[config.mk]
export PLATFORM = sky130hd
export DESIGN_NAME = imul_share_arbiter
export DESIGN_NICKNAME = d
export VERILOG_FILES = /design/src/rtl/imul_share_pkg.sv /design/src/rtl/imul_rr_picker.sv /design/src/rtl/imul_share_arbiter.sv
export SDC_FILE = /design/constraint.sdc
export NUM_CORES = 1
export LEC_CHECK = 0
export CAP_MARGIN = 10
export CORE_AREA = 2 2 200 202
export DETAILED_ROUTE_END_ITERATION = 8
export DIE_AREA = 0 0 202 204
export PLACE_DENSITY_LB_ADDON = 0.08
export SETUP_SLACK_MARGIN = 0.2
export SYNTH_ARGS = -nofsm -noshare
export SYNTH_HDL_FRONTEND = slang
export SYNTH_HIERARCHICAL = 1
export SYNTH_SLANG_ARGS = --single-unit
[constraint.sdc]
create_clock -name clk -period 2.6 [get_ports clk]
set_input_delay 0.65 -clock clk [delete_from_list [all_inputs] [get_ports clk]]
set_output_delay 0.65 -clock clk [all_outputs]
set_load 0.05 [all_outputs]
[src/rtl/imul_share_pkg.sv]
// Shared types and constants for the shared integer-multiplier arbiter.
package imul_share_pkg;

  localparam int unsigned REQ_W     = 64;
  localparam int unsigned RESP_W    = 32;
  localparam int unsigned MAX_NREQS = 8;

  typedef enum logic [1:0] {
    IDLE,
    ISSUE,
    WAIT
  } state_t;

  // Operand pair as carried on a request lane
  typedef struct packed {
    logic [31:0] a;
    logic [31:0] b;
  } mul_req_t;

endpackage

[src/rtl/imul_rr_picker.sv]
// Round-robin pick: first set req_val bit at or after ptr, scanning upward modulo p_nreqs.
module imul_rr_picker #(
  parameter int unsigned p_nreqs = 4,
  parameter int unsigned IDX_W   = $clog2(p_nreqs)
) (
  input  logic [p_nreqs-1:0] req_val,
  input  logic [IDX_W-1:0]   ptr,
  output logic [p_nreqs-1:0] grant_onehot,
  output logic [IDX_W-1:0]   grant_idx
);

  logic        found;
  int unsigned j;

  always_comb begin
    grant_onehot = '0;
    grant_idx    = '0;
    found        = 1'b0;
    j            = 0;
    for (int unsigned k = 0; k < p_nreqs; k++) begin
      j = (32'(ptr) + k) % p_nreqs;
      if (!found && req_val[j]) begin
        found           = 1'b1;
        grant_onehot[j] = 1'b1;
        grant_idx       = IDX_W'(j);
      end
    end
  end

endmodule

[src/rtl/imul_share_arbiter.sv]
// Shares one fixed-latency multiplier among p_nreqs requesters, one transaction
// in flight, round-robin grant, product routed back to the issuing requester.
module imul_share_arbiter
  import imul_share_pkg::*;
#(
  parameter int unsigned p_nreqs = 4
) (
  input  logic                      clk,
  input  logic                      reset,
  input  logic [p_nreqs-1:0]        req_val,
  output logic [p_nreqs-1:0]        req_rdy,
  input  logic [p_nreqs*REQ_W-1:0]  req_msg,
  output logic [p_nreqs-1:0]        resp_val,
  input  logic [p_nreqs-1:0]        resp_rdy,
  output logic [p_nreqs*RESP_W-1:0] resp_msg,
  output logic                      mul_istream_val,
  input  logic                      mul_istream_rdy,
  output logic [REQ_W-1:0]          mul_istream_msg,
  input  logic                      mul_ostream_val,
  output logic                      mul_ostream_rdy,
  input  logic [RESP_W-1:0]         mul_ostream_msg,
  output logic [15:0]               stat_ntrans
);

  localparam int unsigned IDX_W = $clog2(p_nreqs);

  state_t              state, state_next;
  logic [IDX_W-1:0]    grant, grant_next;
  logic [p_nreqs-1:0]  grant_oh, grant_oh_next;
  logic [IDX_W-1:0]    ptr, ptr_next;
  logic [15:0]         ntrans_next;
  logic [p_nreqs-1:0]  pick_onehot;
  logic [IDX_W-1:0]    pick_idx;
  mul_req_t            lane_req;

  imul_rr_picker #(
    .p_nreqs (p_nreqs),
    .IDX_W   (IDX_W)
  ) u_picker (
    .req_val      (req_val),
    .ptr          (ptr),
    .grant_onehot (pick_onehot),
    .grant_idx    (pick_idx)
  );

  always_ff @(posedge clk) begin
    if (reset) begin
      state       <= IDLE;
      grant       <= '0;
      grant_oh    <= '0;
      ptr         <= '0;
      stat_ntrans <= '0;
    end else begin
      state       <= state_next;
      grant       <= grant_next;
      grant_oh    <= grant_oh_next;
      ptr         <= ptr_next;
      stat_ntrans <= ntrans_next;
    end
  end

  assign lane_req = mul_req_t'(req_msg[32'(grant)*REQ_W +: REQ_W]);

  // Every response lane sees the product; only the owner's val is raised
  assign resp_msg = {p_nreqs{mul_ostream_msg}};

  always_comb begin
    state_next      = state;
    grant_next      = grant;
    grant_oh_next   = grant_oh;
    ptr_next        = ptr;
    ntrans_next     = stat_ntrans;
    req_rdy         = '0;
    resp_val        = '0;
    mul_istream_val = 1'b0;
    mul_istream_msg = '0;
    mul_ostream_rdy = 1'b0;

    case (state)
      IDLE: begin
        if (|req_val) begin
          grant_next    = pick_idx;
          grant_oh_next = pick_onehot;
          state_next    = ISSUE;
        end
      end
      ISSUE: begin
        mul_istream_val = |(req_val & grant_oh);
        mul_istream_msg = lane_req;
        req_rdy         = grant_oh & {p_nreqs{mul_istream_rdy}};
        if (mul_istream_val && mul_istream_rdy) begin
          state_next = WAIT;
        end
      end
      WAIT: begin
        resp_val        = grant_oh & {p_nreqs{mul_ostream_val}};
        mul_ostream_rdy = |(resp_rdy & grant_oh);
        if (mul_ostream_val && mul_ostream_rdy) begin
          ptr_next    = (grant == IDX_W'(p_nreqs - 1)) ? '0 : grant + IDX_W'(1);
          ntrans_next = stat_ntrans + 16'd1;
          state_next  = IDLE;
        end
      end
      default: state_next = IDLE;
    endcase
  end

endmodule

### Placed cells, one colour a class

Fill, decap, tap and diode cells in grey.
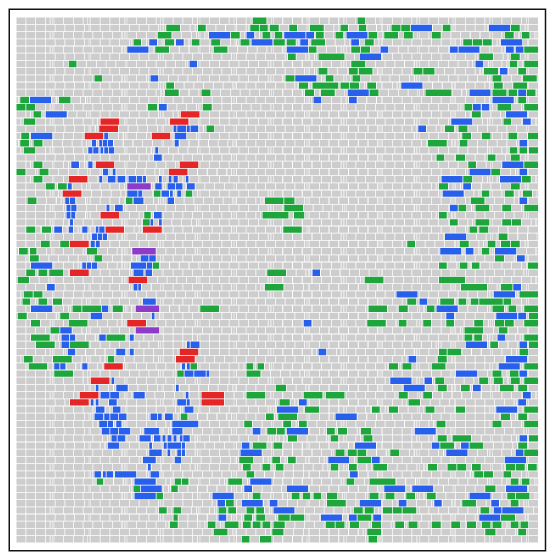
| colour | class | cells | share of their area |
|---|---|---|---|
| purple | clock drivers and dummy loads | 4 | 1.2% |
| blue | combinational and other logic | 289 | 38% |
| green | remaining buffers and delay cells | 406 | 55% |
| red | sequential cells | 26 | 6.2% |
cell area after layout: 9120 um2
post-layout util: 23.3%
Rows: 73
Core Area: 39200 um2
flop share of the area: 5.79%

### Placed standard cells

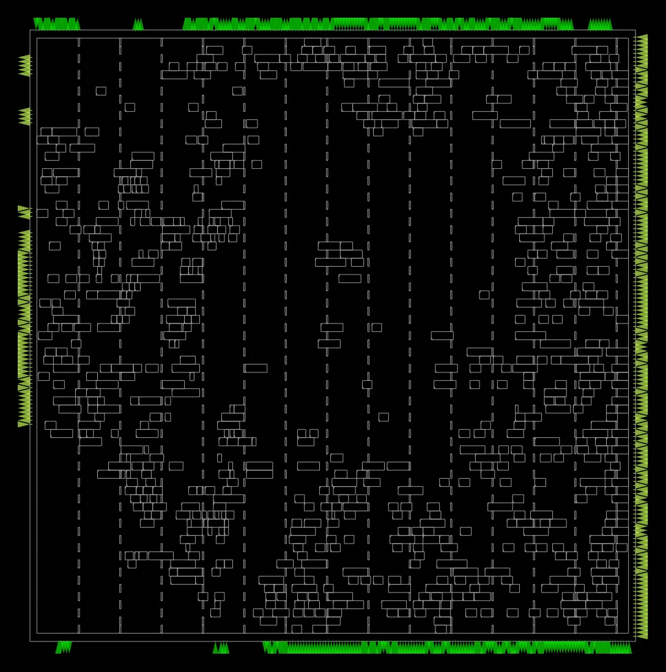
non-filler instance count after layout: 1253
Well Taps: 525

### Supply network

Scale bar: 50 um. Pins as bars on the die edge. Tap cells in grey.
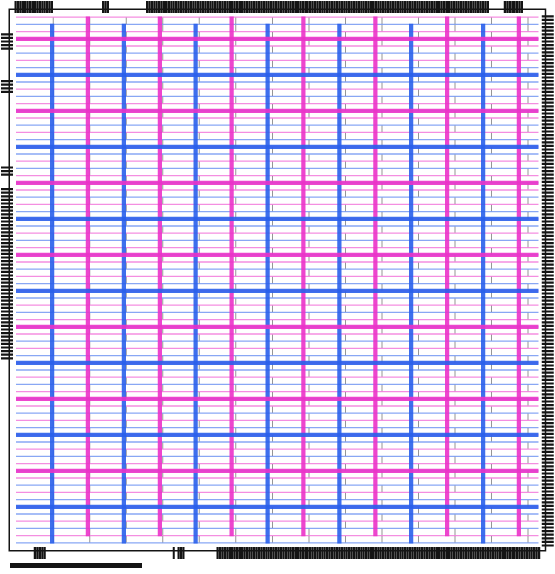
| colour | net |
|---|---|
| magenta | VDD |
| blue | VSS |
rows: 73
met5 straps: 14
tap cells: 525
die boundary width: 202 um
die y size: 204 um
Max VDD drop: 0.000178 V

### Wires at chosen ports, followed through buffers

Scale bar: 50 um.
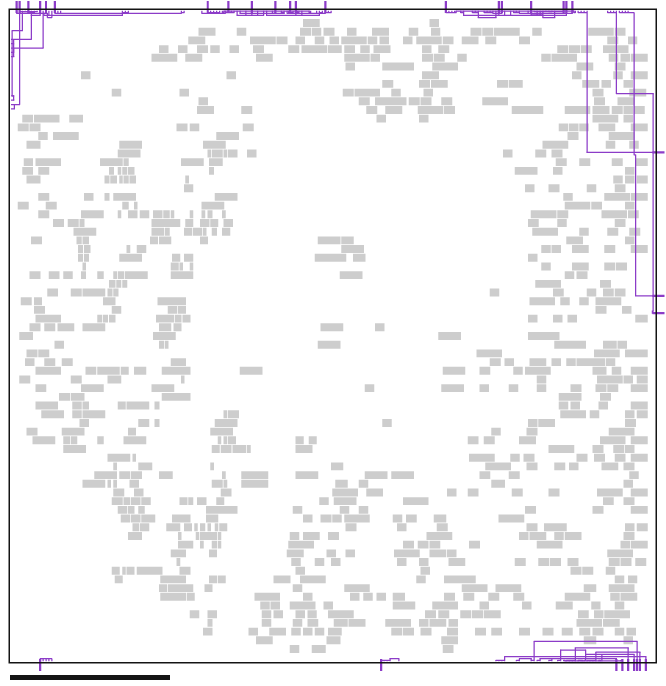
| colour | port | bits | direction | edge | end cells | buffers | wire |
|---|---|---|---|---|---|---|---|
| purple | mul_ostream_msg | 32 | input | 20 top, 9 bottom, 3 right | 0 | 0 | 1030 um |
IO Port Bufs: 357
io pins: 518

==> flow_metrics.tcl <==
# flow metrics
set metrics [dict create \
    rsz0062_at_grt "yes" \
    grt_max_degree 42 \
    grt_pass1_wl_um 37600 \
    clock-sinks 26 \
    largest_register_ffs 16 \
    regMostFlops "stat_ntrans" \
    synth_top_cell_by_count "buf_4" \
    met1_usage_pct 14.1 \
    fin_skew_ns 0.00422 \
    dr_wl_met2_um 13900 \
    aoi_share_pct 7.96 \
    critPathLaunchType "input port" \
    wl_per_cell_um 21.1 \
    drc 0 \
    final_cell_mix "166 x clkdlybuf4s50_1, 103 x dlygate4sd2_1, 68 x mux4_2, 67 x and2_4, 57 x buf_8" \
    clk_pin_slew_ns 0.07 \
    cts_tree "yes" \
    slew_viol_final 0 \
    ys_cells 471 \
    reg_top3 "stat_ntrans (16), grant_oh (4)" \
    dp.cells 1222 \
    cts.repair.resized 284 \
    htree_levels 1 \
    mux_area_share_pct 35.5 \
    vias 4722 \
    topCellsByArea "mux4_2 33%, buf_4 21%, dfxtp_1 11%" \
    whs_ns 0.503 \
    ys_warn_count 6 \
    initial_core_util_pct 11.8 \
    use_met3_pct 3.65 \
    wl_met3_um 2110 \
    firstDrtPassIters 4 \
    grt_usage_pct 12.2 \
    wirelength_um 26400 \
    max_stage_delay_ns 0.52 \
    cts_buffers 3 \
    fmaxAchievable_mhz 393 \
    pwr-share-seq_pct 15.5 \
    highest_layer "met4" \
    cp.required_ns 1.95 \
    viasPerCell 3.77 \
    synth_area_per_cell_um2 9.82 \
    netlist_instances 471 \
    ys_sh_adder_pct 1.89 \
    finalCritPeriodShare_pct 97.8 \
    antenna_found_initial 8 \
    setup_viol 0 \
    cp.arrival_ns 1.89 \
    cts-root-buf "clkbuf_16" \
    status "finished clean" \
    slowest_stage "mux4_2" \
    period_minus_slack_ns 2.54 \
    synth_top_area_share_pct 33.1 \
    crit_chain "clkdlybuf4s50_1, mux4_2, and2_4, buf_12" \
    p_comb_mw 1.91 \
    maxCapViolCount 0 \
    async_reset_ff_share_pct 0 \
    fin_nets 1033 \
    crit_family "buffers and inverters" \
    syn_nets 778 \
    ys_ff 26 \
    postPlaceCellArea_um2 7970 \
    largest_area_cell "mux4_2" \
    totalPowerFinal_mw 2.76 \
    worstMarginPinSlew_ns 0.569 \
    postCtsHoldBufs 0 \
    drive_gt1_share_pct 38.3 \
    synth_top_flop_cell "dfxtp_1" \
    endpoint_kind "output port" \
    use_met2_pct 23.0 \
    clock_power_share_pct 15.4 \
    p_clk_mw 0.426 \
    internal_power_mw 1.74 \
    drt-met1-wl_um 10300 \
    setup_tns_ns 0 \
    cts_buffer_depth 2 \
    worstSetupPathType "input port to output port" \
    cp_num_buf_inv 2 \
    hold_class "flop to flop" \
    finalHoldViolCount 0 \
    synthDistinctLibCells 45 \
    gp_congestion 0.890 \
    ys_chip_area_um2 4620 \
    setup_ws_ns 0.0562 \
    top_power_group "combinational logic" \
    overflow 0 \
    p_switching_mw 1.02 \
    area_delta_synth_final_pct 97.3 \
    dieArea_um2 41200 \
    worst-path-max-fanout 1 \
    top_usage_layer "met2" \
    p_per_area_nw_per_um2 303 \
    post-dp-hpwl_um 21300 \
    grt_pass1_vias 5172 \
    worstSkewPairLatency_ns 0.27 \
    synthSimpleGateAreaFrac_pct 17.9 \
    power.leakage_nw 3.49 \
    post-place-ws_ns -0.0546 \
    topCombFamilyByArea "multiplexers" \
    ys_seq_share_pct 11.3 \
    warning_count 32 \
    switching_share_pct 36.8 \
    drt_iter0_markers 150 \
    slew_headroom_pct 61.1 \
    synth-edff-count 0 \
    common_cells "128 x buf_4, 68 x and2_1, 68 x mux4_2" \
    ys_sh_xor_pct 1.33 \
    postCtsSetupBuffers 14 \
    lay_top_count "clkdlybuf4s50_1" \
    synth_area_um2 4620 \
    pwr-share-comb_pct 69.0 \
    ant_nets 0 \
    seq_power_mw 0.429 \
]
[path summary, 6_finish.rpt]
path	from	to	slack (ns)	cells past startpoint
max	req_msg[119]	mul_istream_msg[55]	0.06	4
min	stat_ntrans[15]	stat_ntrans[15]	0.50	2
max reg2reg	ptr[0]	grant_oh[1]	0.61	6
min reg2reg	stat_ntrans[15]	stat_ntrans[15]	0.50	2
[layout make-up]
class / count / area [um2]
timing repair buffer: 406 / 4620
antenna: 3 / 7.51
inverter: 6 / 22.5
clock buffer: 4 / 100
fill: 4226 / 30100
sequential: 26 / 528
tap: 525 / 657
multi-input combinational: 283 / 3190
[worst register-to-register path: stages, from the launching register on]
cell and delay, ns:
dfxtp_1 0.33, buf_4 0.21, mux4_2 0.66, a221oi_1 0.36, o2bb2ai_1 0.12, mux2i_1 0.13, nor2_1 0.05
Power and IR drop assume default switching activity.
